## config.mk

```make
export PLATFORM = sky130hd
export DESIGN_NAME = tmr_scrub_reg
export DESIGN_NICKNAME = d
export VERILOG_FILES = /design/src/rtl/tmr_pkg.sv /design/src/rtl/voter.sv /design/src/rtl/tmr_scrub_reg.sv
export SDC_FILE = /design/constraint.sdc
export NUM_CORES = 1
export LEC_CHECK = 0
export ABC_AREA = 1
export ABC_CLOCK_PERIOD_IN_PS = 1600
export CORE_MARGIN = 1.5
export CORE_UTILIZATION = 51
export CTS_BUF_LIST = sky130_fd_sc_hd__clkbuf_4 sky130_fd_sc_hd__clkbuf_8 sky130_fd_sc_hd__clkbuf_16
export DETAILED_ROUTE_END_ITERATION = 10
export PLACE_DENSITY = 0.8
export SLEW_MARGIN = 40
export SYNTH_ARGS = -nofsm -noshare
export SYNTH_HDL_FRONTEND = slang
export SYNTH_SLANG_ARGS = --single-unit
```

## constraint.sdc

```tcl
create_clock -name clk -period 1.6 [get_ports clk]
set_input_delay 0.32 -clock clk [delete_from_list [all_inputs] [get_ports clk]]
set_output_delay 0.32 -clock clk [all_outputs]
set_load 0.03 [all_outputs]
```

## src/rtl/tmr_pkg.sv

```systemverilog
// Shared types for the triplicated scrub register: scrub FSM states and
// fault-injection target encodings.
package tmr_pkg;

  typedef enum logic [1:0] {
    IDLE    = 2'd0,
    COMPARE = 2'd1,
    CORRECT = 2'd2
  } scrub_state_e;

  typedef enum logic [1:0] {
    INJ_A    = 2'd0,
    INJ_B    = 2'd1,
    INJ_C    = 2'd2,
    INJ_NONE = 2'd3
  } inj_sel_e;

  localparam int NUM_COPIES = 3;

endpackage : tmr_pkg

```

## src/rtl/voter.sv

```systemverilog
// Bitwise 2-of-3 majority voter; every output bit is defined for any input.
module voter #(
  parameter int WIDTH = 8
) (
  input  logic [WIDTH-1:0] a,
  input  logic [WIDTH-1:0] b,
  input  logic [WIDTH-1:0] c,
  output logic [WIDTH-1:0] y
);

  assign y = (a & b) | (b & c) | (a & c);

endmodule : voter

```

## src/rtl/tmr_scrub_reg.sv

```systemverilog
// Triplicated storage register with periodic majority scrub, saturating upset
// counter, sticky multi-upset flag and a single-copy fault-injection port.
module tmr_scrub_reg
  import tmr_pkg::*;
#(
  parameter int WIDTH        = 8,
  parameter int SCRUB_PERIOD = 16,
  parameter int ERR_CNT_W    = 8
) (
  input  logic                 clk,
  input  logic                 rst_n,
  input  logic                 wr_valid,
  output logic                 wr_ready,
  input  logic [WIDTH-1:0]     wr_data,
  input  logic                 inj_en,
  input  logic [1:0]           inj_sel,
  input  logic [WIDTH-1:0]     inj_mask,
  output logic [WIDTH-1:0]     copy_a,
  output logic [WIDTH-1:0]     copy_b,
  output logic [WIDTH-1:0]     copy_c,
  output logic [WIDTH-1:0]     rd_data,
  output logic                 mismatch,
  output logic                 scrub_busy,
  output logic                 scrub_done,
  output logic [ERR_CNT_W-1:0] err_cnt,
  output logic                 multi_err
);

  localparam int                TIMER_W    = $clog2(SCRUB_PERIOD);
  localparam logic [TIMER_W-1:0] TIMER_LAST = TIMER_W'(SCRUB_PERIOD - 1);

  scrub_state_e         state_q, state_d;
  logic [TIMER_W-1:0]   timer_q, timer_d;
  logic [WIDTH-1:0]     copy_q [NUM_COPIES];
  logic [WIDTH-1:0]     copy_d [NUM_COPIES];
  logic                 found_q, found_d;
  logic                 multi_q, multi_d;
  logic [ERR_CNT_W-1:0] err_cnt_q, err_cnt_d;
  logic                 multi_err_q, multi_err_d;

  logic                  wr_fire;
  logic                  all_differ;
  logic [NUM_COPIES-1:0] inj_hit;

  voter #(.WIDTH(WIDTH)) u_voter (
    .a (copy_q[0]),
    .b (copy_q[1]),
    .c (copy_q[2]),
    .y (rd_data)
  );

  assign mismatch   = (copy_q[0] != copy_q[1]) || (copy_q[1] != copy_q[2]);
  assign all_differ = (copy_q[0] != copy_q[1]) && (copy_q[1] != copy_q[2]) &&
                      (copy_q[0] != copy_q[2]);

  // Handshake comes purely from registered state, so wr_valid never loops back.
  assign wr_ready = (state_q == IDLE);
  assign wr_fire  = wr_valid && wr_ready;

  assign inj_hit[0] = inj_en && (inj_sel == INJ_A);
  assign inj_hit[1] = inj_en && (inj_sel == INJ_B);
  assign inj_hit[2] = inj_en && (inj_sel == INJ_C);

  always_comb begin
    // NOTE: every variable gets its hold value first so no path leaves it unassigned (no latches).
    state_d     = state_q;
    timer_d     = timer_q;
    found_d     = found_q;
    multi_d     = multi_q;
    err_cnt_d   = err_cnt_q;
    multi_err_d = multi_err_q;

    unique case (state_q)
      IDLE: begin
        if (timer_q == TIMER_LAST) begin
          state_d = COMPARE;
          timer_d = '0;
        end else begin
          timer_d = timer_q + 1'b1;
        end
      end
      COMPARE: begin
        found_d = mismatch;
        multi_d = all_differ;
        state_d = CORRECT;
      end
      CORRECT: begin
        state_d = IDLE;
        if (found_q && (err_cnt_q != '1)) err_cnt_d = err_cnt_q + 1'b1;
        if (multi_q) multi_err_d = 1'b1;
      end
      default: state_d = IDLE;
    endcase

    // Per-copy priority: scrub rewrite, then accepted write, then injection.
    for (int i = 0; i < NUM_COPIES; i++) begin
      if (state_q == CORRECT)  copy_d[i] = rd_data;
      else if (wr_fire)        copy_d[i] = wr_data;
      else if (inj_hit[i])     copy_d[i] = copy_q[i] ^ inj_mask;
      else                     copy_d[i] = copy_q[i];
    end
  end

  always_ff @(posedge clk or negedge rst_n) begin
    if (!rst_n) begin
      state_q     <= IDLE;
      timer_q     <= '0;
      found_q     <= 1'b0;
      multi_q     <= 1'b0;
      err_cnt_q   <= '0;
      multi_err_q <= 1'b0;
      // NOTE: the copies are three plain flops, not a RAM, so they take the async reset too.
      for (int i = 0; i < NUM_COPIES; i++) copy_q[i] <= '0;
    end else begin
      // NOTE: non-blocking so every flop samples pre-edge values regardless of statement order.
      state_q     <= state_d;
      timer_q     <= timer_d;
      found_q     <= found_d;
      multi_q     <= multi_d;
      err_cnt_q   <= err_cnt_d;
      multi_err_q <= multi_err_d;
      for (int i = 0; i < NUM_COPIES; i++) copy_q[i] <= copy_d[i];
    end
  end

  assign copy_a     = copy_q[0];
  assign copy_b     = copy_q[1];
  assign copy_c     = copy_q[2];
  assign scrub_busy = (state_q != IDLE);
  assign scrub_done = (state_q == CORRECT);
  assign err_cnt    = err_cnt_q;
  assign multi_err  = multi_err_q;

endmodule : tmr_scrub_reg

```

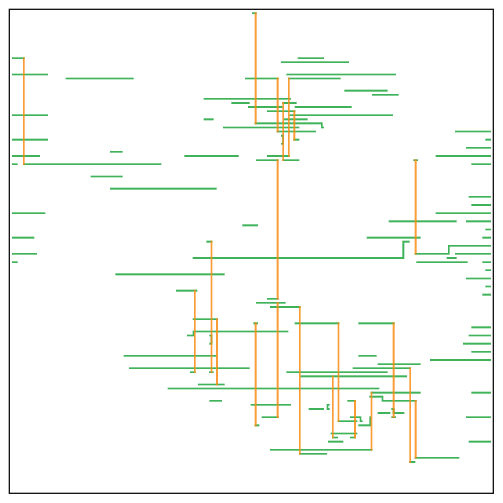
*Routed metal, one colour a layer*
(6 px per um) Two of the layers only.
Key: metal 3 = green [wire length 720 um]; metal 4 = orange [wire length 301 um]
WL/cell: 14.9 um
WL final: 10.1 mm

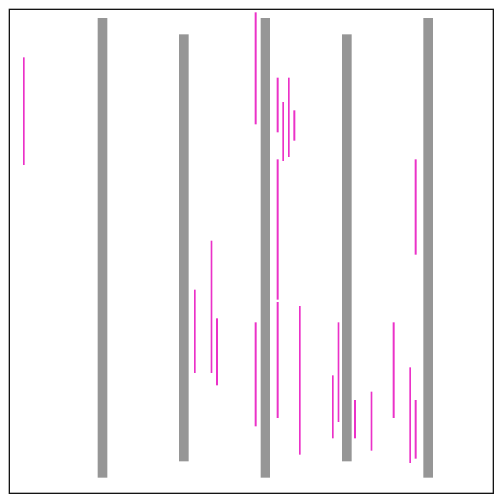
*The metal 4 layer*
(6 px per um) Supply wires on this layer in grey.
The wires run mostly vertical. The layer carries 301 um of wire. The layer holds 3.0% of the routed length. 21 nets have wire on it. The longest straight run is 24.5 um.
routed vias: 3557

==> flow_summary.ini <==
; physical design summary
[status]
status = finished, violations left
violations = negative setup slack

[die]
pin_count = 67
fp.coreArea_um2 = 5850
die_w_um = 80.4
die-area_um2 = 6470
fp-row-count = 28
floorplanUtilization = 0.523
die_height_um = 80.4

[final_timing]
fin_ws_ns = -0.403
drv_slew = 0
tightest_slew_ns = 0.536
rsz0062_at_grt = yes
maxSlewHeadroom = 0.643
period_minus_slack_ns = 2.00
fin_crit_sh = 1.25
holdWs_ns = 0.00207
setup_violations = 7

[logic_synthesis]
adder_share = 0.106
synth_seq_share = 0.336
syn_area_um2 = 3060
synth_nets = 525
ys_types = 23
topCombFamilyByArea = simple AND/OR/NAND/NOR gates
ys_ff = 41
ys_sh_simple = 0.431

[clocking]
cts_tree = done
clk_latency_ns = 0.29
clkTransAtPathRegs_ns = 0.09
cts_sinks = 41
clock_path_buffers = 2
cts_root_buffer = clkbuf_8
cts_buffers = 5

[power_and_ir_drop]
cellPowerDensity_nw_per_um2 = 867
internal_power_mw = 2.51
swShare = 0.383
total_power_mw = 4.07
power_frac_seq = 0.307
leakagePower_nw = 2.52
clock_power_share = 0.210

[cells_and_area]
drive_gt1_frac = 0.259
antenna_cells = 0
area_growth_pct = 53.6

[critical_path]
rr_worst_depth = 8
r2r-end = found_q$_DFFE_PN0N_
worstSetupStartpointType = flop
arrival_ns = 1.68
criticalPathCategory = flop to output port
endpoint = mismatch

[global_routing]
grt_util_all_layers = 0.282
grt_pass1_vias = 3273
overflow = 0

[flow_run]
tool_warnings = 28
max_cap_violations = 0

[placement]
routabilityCongestion = 0.843
dp.final_hpwl_mm = 6.36

[route]
drtIter0Drc = 266
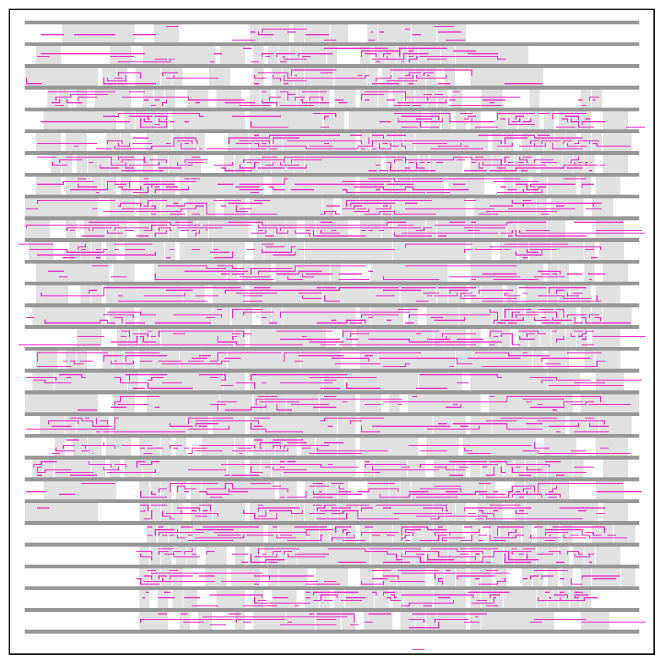
*Signal wires on met1*
(8 px per um) Supply wires on this layer in grey. Cells faint in the background.
The longest straight run is 17.9 um. The layer carries 3900 um of wire. 586 nets have wire on it. The wires run mostly horizontal.
M1 GR Usage: 0.328

[routing by layer]
metal | global-route usage | vias up | wire length, um
met2 | 0.516 | 173 | 5210
met1 | 0.328 | 1635 | 3900
li1 | - | 1707 | -
met4 | 0.105 | 0 | 300
met5 | 0 | - | 0
met3 | 0.0455 | 42 | 719
[metrics by stage]
step	TNS, ns	area, um^2	utilization	instances	setup slack, ns
final	-0.709	4700	0.803	681	-0.403
after global routing	-1.11	4700	0.803	681	-0.420
after CTS	-0.433	4310	0.737	667	-0.303
after global placement	-3.96	4090	0.698	654	-0.440
after floorplan	0	3070	-	477	0.00124
after detailed placement	-4.53	4090	0.698	654	-0.486
[final cells by class]
class	instances	area (um^2)
inverters	51	191
flip-flops and latches	41	1040
fillers	364	1150
clock inverters	2	38.8
repair buffers	130	1180
multi-input cells	376	2070
well taps	75	93.8
clock buffers	6	76.3
[power groups by stage]
stage,Clock (mW),Sequential [mW],Combinational [mW]
after floorplan,0,1.44,0.614
after global placement,0,1.20,1.52
after detailed placement,0,1.21,1.56
after CTS,0.847,1.20,1.61
after global routing,0.896,1.25,2.11
final,0.856,1.25,1.97
[placed cells by master (no fill, tap or decap), types with 18 or more instances in the layout]
cell type and count:
buf_4 46, buf_6 28, clkdlybuf4s50_1 20, dfrtp_1 31, dlygate4sd2_1 25, ha_4 18, inv_1 45, nand2_1 196
nand3_1 19, nor2_1 84
[what timing repair did]
item	in CTS	in global routing
setup endpoints to repair	43	18
hold buffers	0	0
hold endpoints to repair	0	0
gates resized	121	77
pin swaps	10	19
buffers inserted	5	20
[worst max-delay path: stages, from the launching register on]
cell and delay [ns]:
dfrtp_1 0.41, ha_1 0.30, nor2_1 0.15, nand2_1 0.09, nor2_2 0.19, nand2_2 0.10
buf_6 0.14
[flip-flops by register name (all words and copies together) (netlist names)]
| name | cells |
|---|---|
| multi_q | 1 |
| multi_err | 1 |
| copy_c | 8 |
| copy_a | 8 |
| copy_b | 8 |
| timer_q | 4 |
| state_q | 2 |
| err_cnt | 8 |
| found_q | 1 |
[synthesized netlist by cell type]
cell      instances  share of area
nand3_1          19          0.031
buf_2             1         0.0016
nand3_2           1         0.0033
dfrtp_1          41           0.34
o21ai_2           1         0.0029
a21boi_0          1         0.0025
a31o_2            1         0.0029
nor3_1            1         0.0016
nand2_4           2         0.0074
nand2_1         208           0.26
buf_6             5          0.018
xnor2_1           4          0.011
a21oi_1           3         0.0049
o21ai_0           3         0.0049
xor2_1            1         0.0029
clkbuf_8          1         0.0045
nand4_1           3         0.0061
o211ai_1          1         0.0025
ha_1             26           0.11
buf_4             2         0.0049
nor2_1           99           0.12
inv_1            51          0.063
nand3b_1          2         0.0049
[cell families (layout without fill, tap and decap cells)]
| group | Yosys count | count (layout) |
|---|---|---|
| flip-flops | 41 | 41 |
| adder cells (fa/ha/maj) | 26 | 26 |
| XOR/XNOR | 5 | 5 |
| buffers and inverters | 60 | 189 |
| AND-OR/OR-AND | 10 | 10 |
| AND/OR/NAND/NOR | 335 | 335 |
